Design sat_counter8, sky130hd; sources not shown.
### Placement by cell class, run 1

Fill, decap, tap and diode cells in gray.
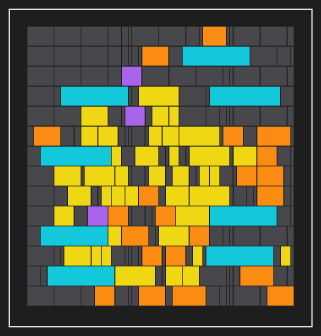
class	color	cells	share of their area
other buffers and delay cells	orange	21	27%
flip-flops	cyan	8	28%
all other logic	yellow	39	42%
cells driving clock nets	purple	3	3.2%
placeable core area: 0.001384 mm2
# rows: 14
post-route standard cell area excluding fillers: 733.2 um2
post-layout util: 52.98%

### Metal layers overlaid, run 1

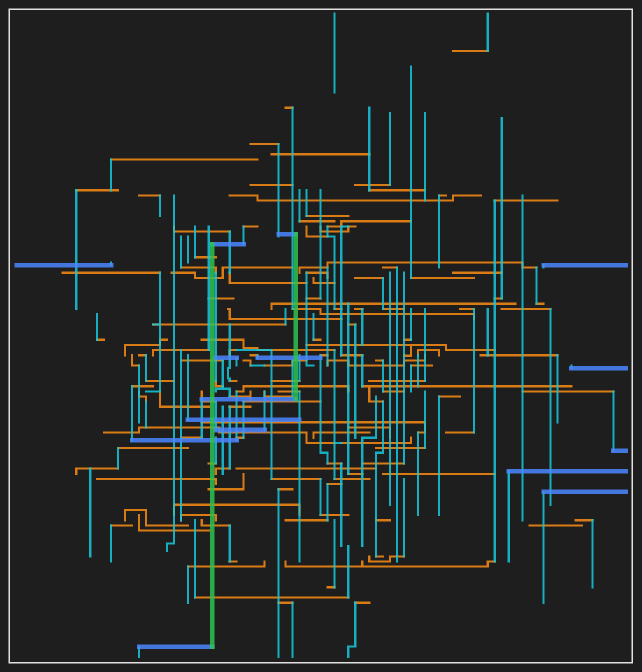
layer	color	wire length
met3	blue	66.4 um
met2	cyan	570 um
met1	orange	486 um
met4	green	37.4 um
vias after detailed routing: 466
detailed-route wire length: 1159 um
global-route usage over all layers: 16.08%
routed wirelength normalized by instance count: 13.32 um

### Cell placement, run 1

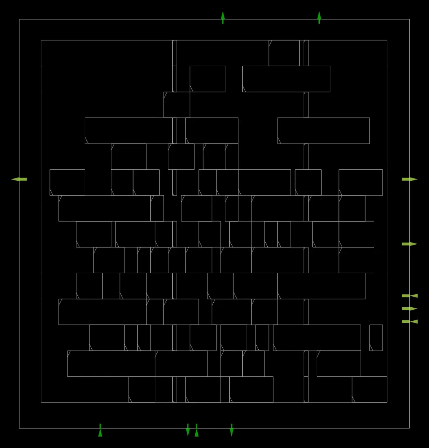
count of filler cells inserted in the layout: 139
post-route non-filler standard cell count: 87
sequential cells: 8
share of cell area taken by flip-flops and latches: 27.65%
n_taps: 16

==> impl_metrics.xml, run 1 <==
<?xml version="1.0" encoding="UTF-8"?>
<metrics>
  <group name="run_status">
    <metric name="outcome" unit="">finished clean</metric>
  </group>
  <group name="final_timing">
    <metric name="final_period_minus_worst_setup_slack" unit="ps">1706</metric>
    <metric name="finalSetupViolations" unit="">0</metric>
    <metric name="timing_max_transition_violations_final" unit="">0</metric>
    <metric name="slew_at_the_pin_with_the_worst_max_slew_slack" unit="ps">342.7</metric>
    <metric name="fin_hold_ws" unit="ps">57.67</metric>
    <metric name="rsz0062_at_grt" unit="">false</metric>
    <metric name="fmax" unit="MHz">586.1</metric>
    <metric name="tns" unit="ps">0</metric>
    <metric name="worst_slack" unit="ps">43.85</metric>
    <metric name="slew_headroom" unit="%">77.08</metric>
    <metric name="hold_viol_final" unit="">0</metric>
  </group>
  <group name="layout">
    <metric name="largest_register_ffs" unit="">8</metric>
    <metric name="layout_top_cells" unit="">buf_4, clkdlybuf4s50_1, dfrtp_1</metric>
    <metric name="antenna_cells" unit="">0</metric>
    <metric name="layout-area-overhead-vs-synth" unit="%">45.41</metric>
    <metric name="post_route_cells_drive_above_1_share" unit="%">35.21</metric>
    <metric name="final_nets" unit="">78</metric>
    <metric name="final_common_cell" unit="">buf_4</metric>
  </group>
  <group name="setup_path">
    <metric name="worst_path_largest_cell_delay" unit="ps">430</metric>
    <metric name="cp_data_arrival_time" unit="ps">1650</metric>
    <metric name="r2r.worst_path.cells" unit="">4</metric>
    <metric name="path_depth" unit="">4</metric>
    <metric name="critical_path.cell_chain" unit="">ha_2 -&gt; and3_4 -&gt; a211oi_2 -&gt; mux2_4</metric>
    <metric name="setup.worst_path.start_class" unit="">register</metric>
    <metric name="criticalPathCategory" unit="">register to register</metric>
    <metric name="critical_path_required" unit="ps">1690</metric>
    <metric name="critPathCaptureType" unit="">register</metric>
    <metric name="timing.critical_path.max_delay_family" unit="">flip-flops</metric>
    <metric name="critical_path.slowest_cell" unit="">dfrtp_2</metric>
    <metric name="max_fanout_on_critical_path" unit="">4</metric>
    <metric name="worst-r2r-setup-slack" unit="ps">40</metric>
    <metric name="critical_path.n_buffers_inverters" unit="">0</metric>
  </group>
  <group name="floorplanning">
    <metric name="die_width" unit="um">41</metric>
    <metric name="design.portCount" unit="">12</metric>
    <metric name="die_area" unit="mm2">0.001763</metric>
    <metric name="fp_util" unit="%">36.44</metric>
    <metric name="die_height" unit="um">43</metric>
  </group>
  <group name="clock_tree">
    <metric name="clk_pin_slew" unit="ps">60</metric>
    <metric name="root_buffer" unit="">clkbuf_4</metric>
    <metric name="tritoncts.num_buffers" unit="">3</metric>
    <metric name="cts.hold.buffers_added" unit="">0</metric>
    <metric name="clockBufferDepth" unit="">2</metric>
    <metric name="tritoncts" unit="">built</metric>
    <metric name="resized_gates_after_cts" unit="">4</metric>
    <metric name="cts.sink_count" unit="">8</metric>
    <metric name="worstSkewPairLatency" unit="ps">260</metric>
    <metric name="post_cts_setup_repair_bufs" unit="">1</metric>
  </group>
  <group name="logic_synthesis">
    <metric name="yosys-stat-cells" unit="">49</metric>
    <metric name="postSynthAreaPerCell" unit="um2">10.29</metric>
    <metric name="flop_cell" unit="">dfrtp_1</metric>
    <metric name="mappedNetlistArea" unit="um2">504.2</metric>
    <metric name="ys_ff" unit="">8</metric>
    <metric name="synthCells" unit="">49</metric>
    <metric name="simple_gate_share" unit="%">23.82</metric>
    <metric name="synth.lib_cells_used.distinct" unit="">25</metric>
    <metric name="enable_flop_cells" unit="">0</metric>
    <metric name="netlist_top_cells_count" unit="">dfrtp_1, mux2_4, nand2_1, nor2_1, nor2b_1</metric>
    <metric name="yosys.area.top_type" unit="">dfrtp_1</metric>
    <metric name="ys_chip_area" unit="um2">504.2</metric>
    <metric name="yosysWarningCount" unit="">0</metric>
    <metric name="synth_top_cell_by_count" unit="">dfrtp_1</metric>
    <metric name="post_synthesis_sequential_area_ratio" unit="%">39.70</metric>
    <metric name="synth_compound_gate_area_share" unit="%">15.63</metric>
    <metric name="synthArstFlopShare" unit="%">100.0</metric>
    <metric name="xor_share" unit="%">0</metric>
    <metric name="synth_top_area_share" unit="%">39.70</metric>
    <metric name="yosys.area_share.adder" unit="%">2.481</metric>
    <metric name="topCombFamilyByArea" unit="">simple AND/OR/NAND/NOR gates</metric>
    <metric name="synth.area.mux_share" unit="%">13.90</metric>
  </group>
  <group name="worst_hold_path">
    <metric name="hold_class" unit="">input pin to async pin</metric>
  </group>
  <group name="placed_design">
    <metric name="dpl.hpwl" unit="um">884.3</metric>
    <metric name="port_buffers" unit="">11</metric>
    <metric name="place_congestion" unit="">0.8218</metric>
    <metric name="postPlaceCellArea" unit="um2">679.4</metric>
    <metric name="dpl.cell_count" unit="">82</metric>
    <metric name="dpl_worst_slack" unit="ps">-85.05</metric>
  </group>
  <group name="routing">
    <metric name="post-route-drc-count" unit="">0</metric>
    <metric name="violation_count_after_the_first_detailed_routing_iteration" unit="">18</metric>
    <metric name="detailedRoute.firstPassIterationCount" unit="">4</metric>
    <metric name="antenna_violating_nets_post_route" unit="">0</metric>
    <metric name="via_per_inst" unit="">5.356</metric>
  </group>
  <group name="grt">
    <metric name="initial_antenna_violation_count" unit="">0</metric>
    <metric name="globalRouteOverflowTotal" unit="">0</metric>
    <metric name="grt_start_max_net_pins" unit="">11</metric>
    <metric name="grt_pass1_wl" unit="um">1821</metric>
    <metric name="grt_pass1_vias" unit="">419</metric>
  </group>
  <group name="power_and_ir_drop">
    <metric name="cellPowerDensity" unit="mW/mm2">538.7</metric>
    <metric name="fin_total_pwr" unit="mW">0.3950</metric>
    <metric name="worst_ir_drop_on_vdd" unit="mV">0.2686</metric>
    <metric name="power.static_leakage" unit="nW">0.3845</metric>
  </group>
  <group name="run">
    <metric name="tool_warnings" unit="">26</metric>
    <metric name="timing.max_cap.violations" unit="">0</metric>
  </group>
</metrics>
## run 1: cell type report
type | count | area, um2
Timing Repair Buffer | 21 | 191.4
Clock buffer | 3 | 22.52
Tap cell | 16 | 20.02
Inverter | 2 | 7.507
Sequential cell | 8 | 202.7
Multi-Input combinational cell | 37 | 289.0
Fill cell | 139 | 650.6
## run 1: power by group
part           leakage, nW  total (mW)  switching [mW]  internal (mW)
combinational        0.263      0.0568          0.0251         0.0317
clock               0.0138       0.144          0.0655         0.0787
sequential           0.107       0.194         0.00397          0.190
total                0.385       0.395          0.0946          0.300
## run 1: metal layers
metal / GRT usage [%] / vias to the layer above / part of all wire (%)
li1: - / 223 / -
met1: 20.07 / 219 / 42
met2: 23.13 / 20 / 49
met3: 3.141 / 4 / 5.7
met4: 12.00 / 0 / 3.2
met5: 0 / - / 0
==> run 1 -> run 2 <==
--- a/config.mk
+++ b/config.mk
@@ -15,6 +15,7 @@
 export PLACE_DENSITY = 0.72
 export REMOVE_ABC_BUFFERS = 1
 export SETUP_SLACK_MARGIN = 0.02
+export SKIP_CTS_REPAIR_TIMING = 1
 export SLEW_MARGIN = 20
 export SYNTH_ARGS = -nofsm -noshare
 export SYNTH_HDL_FRONTEND = slang
### Cell placement, run 2

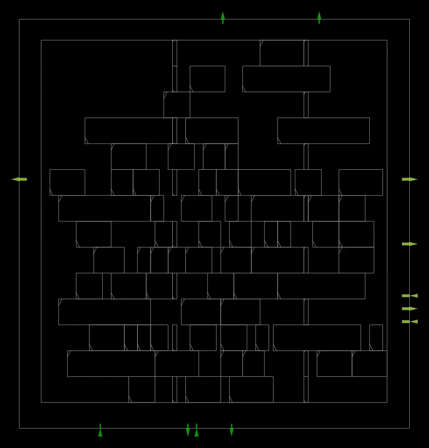
post-layout util: 51.90%
count of filler cells inserted in the layout: 138
post-route non-filler standard cell count: 85
share of cell area taken by flip-flops and latches: 28.40%

==> run 2 against run 1 <==
Against the previous run:
- count of clock-buffer cells in the layout did not move
- flip-flop count unchanged
- critical path type unchanged
- total power is 1.7% lower
- global-route usage down 0.30 points
- first-iteration DRC count grew 5.6%
==> impl_metrics.xml, run 2 <==
<?xml version="1.0" encoding="UTF-8"?>
<metrics>
  <group name="run_status">
    <metric name="outcome" unit="">finished clean</metric>
  </group>
  <group name="clock_tree">
    <metric name="tritoncts" unit="">built</metric>
    <metric name="root_buffer" unit="">clkbuf_4</metric>
    <metric name="cts.sink_count" unit="">8</metric>
    <metric name="tritoncts.num_buffers" unit="">3</metric>
    <metric name="clockBufferDepth" unit="">2</metric>
  </group>
  <group name="layout">
    <metric name="final_area" unit="um2">718.2</metric>
    <metric name="layout.area.comb" unit="um2">286.5</metric>
    <metric name="antenna_cells" unit="">0</metric>
    <metric name="post_route_cells_drive_above_1_share" unit="%">33.33</metric>
    <metric name="final_nets" unit="">76</metric>
    <metric name="layout_top_cells" unit="">clkdlybuf4s50_1, buf_4, dfrtp_1</metric>
    <metric name="register_area" unit="um2">203.9</metric>
    <metric name="largest_register_ffs" unit="">8</metric>
    <metric name="layout-area-overhead-vs-synth" unit="%">42.43</metric>
  </group>
  <group name="setup_path">
    <metric name="critical_path_required" unit="ps">1690</metric>
    <metric name="worst_path_largest_cell_delay" unit="ps">430</metric>
    <metric name="timing.critical_path.max_delay_family" unit="">flip-flops</metric>
    <metric name="max_fanout_on_critical_path" unit="">5</metric>
    <metric name="critical_path.slowest_cell" unit="">dfrtp_2</metric>
    <metric name="critical_path.cell_chain" unit="">ha_1 -&gt; and3_4 -&gt; a211oi_2 -&gt; mux2_4</metric>
    <metric name="worst-r2r-setup-slack" unit="ps">50</metric>
    <metric name="r2r.worst_path.cells" unit="">4</metric>
    <metric name="setup.worst_path.start_class" unit="">register</metric>
    <metric name="critical_path.n_buffers_inverters" unit="">0</metric>
    <metric name="criticalPathCategory" unit="">register to register</metric>
    <metric name="cp_data_arrival_time" unit="ps">1630</metric>
    <metric name="path_depth" unit="">4</metric>
  </group>
  <group name="power_and_ir_drop">
    <metric name="fin_total_pwr" unit="mW">0.3882</metric>
    <metric name="cellPowerDensity" unit="mW/mm2">540.6</metric>
    <metric name="power.static_leakage" unit="nW">0.3748</metric>
  </group>
  <group name="logic_synthesis">
    <metric name="ys_chip_area" unit="um2">504.2</metric>
    <metric name="postSynthAreaPerCell" unit="um2">10.29</metric>
    <metric name="post_synthesis_sequential_area_ratio" unit="%">39.70</metric>
    <metric name="synthArstFlopShare" unit="%">100.0</metric>
    <metric name="mappedNetlistArea" unit="um2">504.2</metric>
    <metric name="netlist_top_cells_count" unit="">dfrtp_1, mux2_4, nand2_1, nor2_1, nor2b_1</metric>
    <metric name="yosys.area.top_type" unit="">dfrtp_1</metric>
    <metric name="yosys-stat-cells" unit="">49</metric>
    <metric name="yosysWarningCount" unit="">0</metric>
    <metric name="enable_flop_cells" unit="">0</metric>
  </group>
  <group name="floorplanning">
    <metric name="die_height" unit="um">43</metric>
    <metric name="fp-row-count" unit="">14</metric>
    <metric name="design.core.area" unit="mm2">0.001384</metric>
    <metric name="die_area" unit="mm2">0.001763</metric>
    <metric name="fp_util" unit="%">36.44</metric>
    <metric name="design.portCount" unit="">12</metric>
    <metric name="die_width" unit="um">41</metric>
  </group>
  <group name="routing">
    <metric name="detailedRoute.firstPassIterationCount" unit="">4</metric>
    <metric name="via_per_inst" unit="">5.212</metric>
    <metric name="violation_count_after_the_first_detailed_routing_iteration" unit="">19</metric>
    <metric name="antenna_violating_nets_post_route" unit="">0</metric>
    <metric name="post-route-drc-count" unit="">0</metric>
  </group>
  <group name="final_timing">
    <metric name="rsz0062_at_grt" unit="">false</metric>
    <metric name="fin_hold_ws" unit="ps">59.08</metric>
    <metric name="final_period_minus_worst_setup_slack" unit="ps">1697</metric>
    <metric name="timing_max_transition_violations_final" unit="">0</metric>
    <metric name="fmax" unit="MHz">589.2</metric>
    <metric name="slew_headroom" unit="%">77.08</metric>
    <metric name="slew_at_the_pin_with_the_worst_max_slew_slack" unit="ps">342.7</metric>
  </group>
  <group name="grt">
    <metric name="grt_pass1_vias" unit="">418</metric>
    <metric name="initial_antenna_violation_count" unit="">0</metric>
    <metric name="grt_pass1_wl" unit="um">1807</metric>
    <metric name="globalRouteOverflowTotal" unit="">0</metric>
    <metric name="grt_start_max_net_pins" unit="">11</metric>
  </group>
  <group name="worst_hold_path">
    <metric name="hold_class" unit="">input pin to async pin</metric>
  </group>
  <group name="placed_design">
    <metric name="place_congestion" unit="">0.8218</metric>
    <metric name="port_buffers" unit="">11</metric>
    <metric name="postPlaceCellArea" unit="um2">679.4</metric>
  </group>
  <group name="run">
    <metric name="tool_warnings" unit="">25</metric>
  </group>
</metrics>
### Metal layers overlaid, run 2

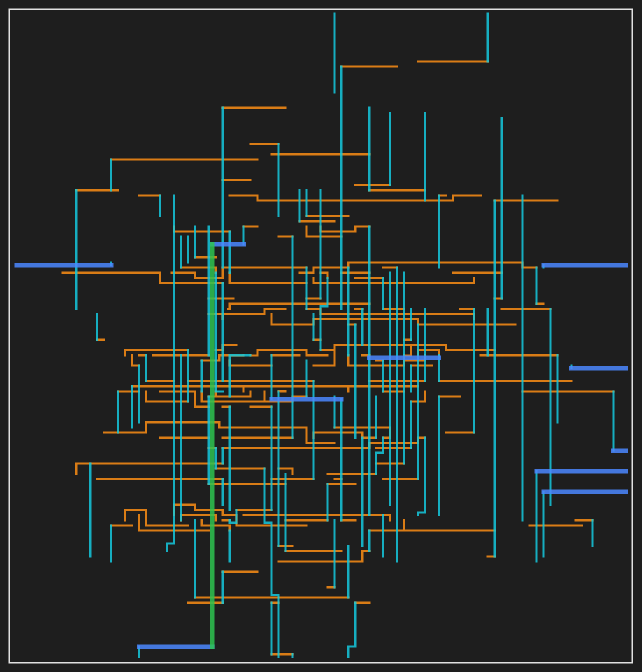
layer	color	wire length
met4	green	26.5 um
met2	cyan	550 um
met1	orange	521 um
met3	blue	43.4 um
detailed-route wire length: 1141 um
global-route usage over all layers: 15.77%
vias after detailed routing: 443
routed wirelength normalized by instance count: 13.42 um

-- run 2: area by class of cell --
type,count,area share [%]
clock buffer,3,3.136
multi-input combinational,37,39.90
sequential,8,28.40
tap,16,2.787
timing repair buffer,19,24.74
inverter,2,1.045
-- run 2: layer usage --
layer / share of wire [%] / GRT usage (%)
met4: 2.3 / 12.00
met1: 46 / 20.39
met5: 0 / 0
met3: 3.8 / 1.571
met2: 48 / 22.81
-- run 2: kinds of logic after synthesis --
family / synth area share [%]
compound gates: 15.63
fa+ha+maj: 2.481
buf+inv: 4.466
flops: 39.70
mux: 13.90
simple gates: 23.82
-- run 2: power by group --
part           internal, mW  total, mW  leakage (nW)  switching (mW)
sequential            0.190      0.195         0.106         0.00466
combinational        0.0290     0.0524         0.255          0.0235
clock                0.0785      0.141        0.0138          0.0627
Power and IR drop assume default switching activity.
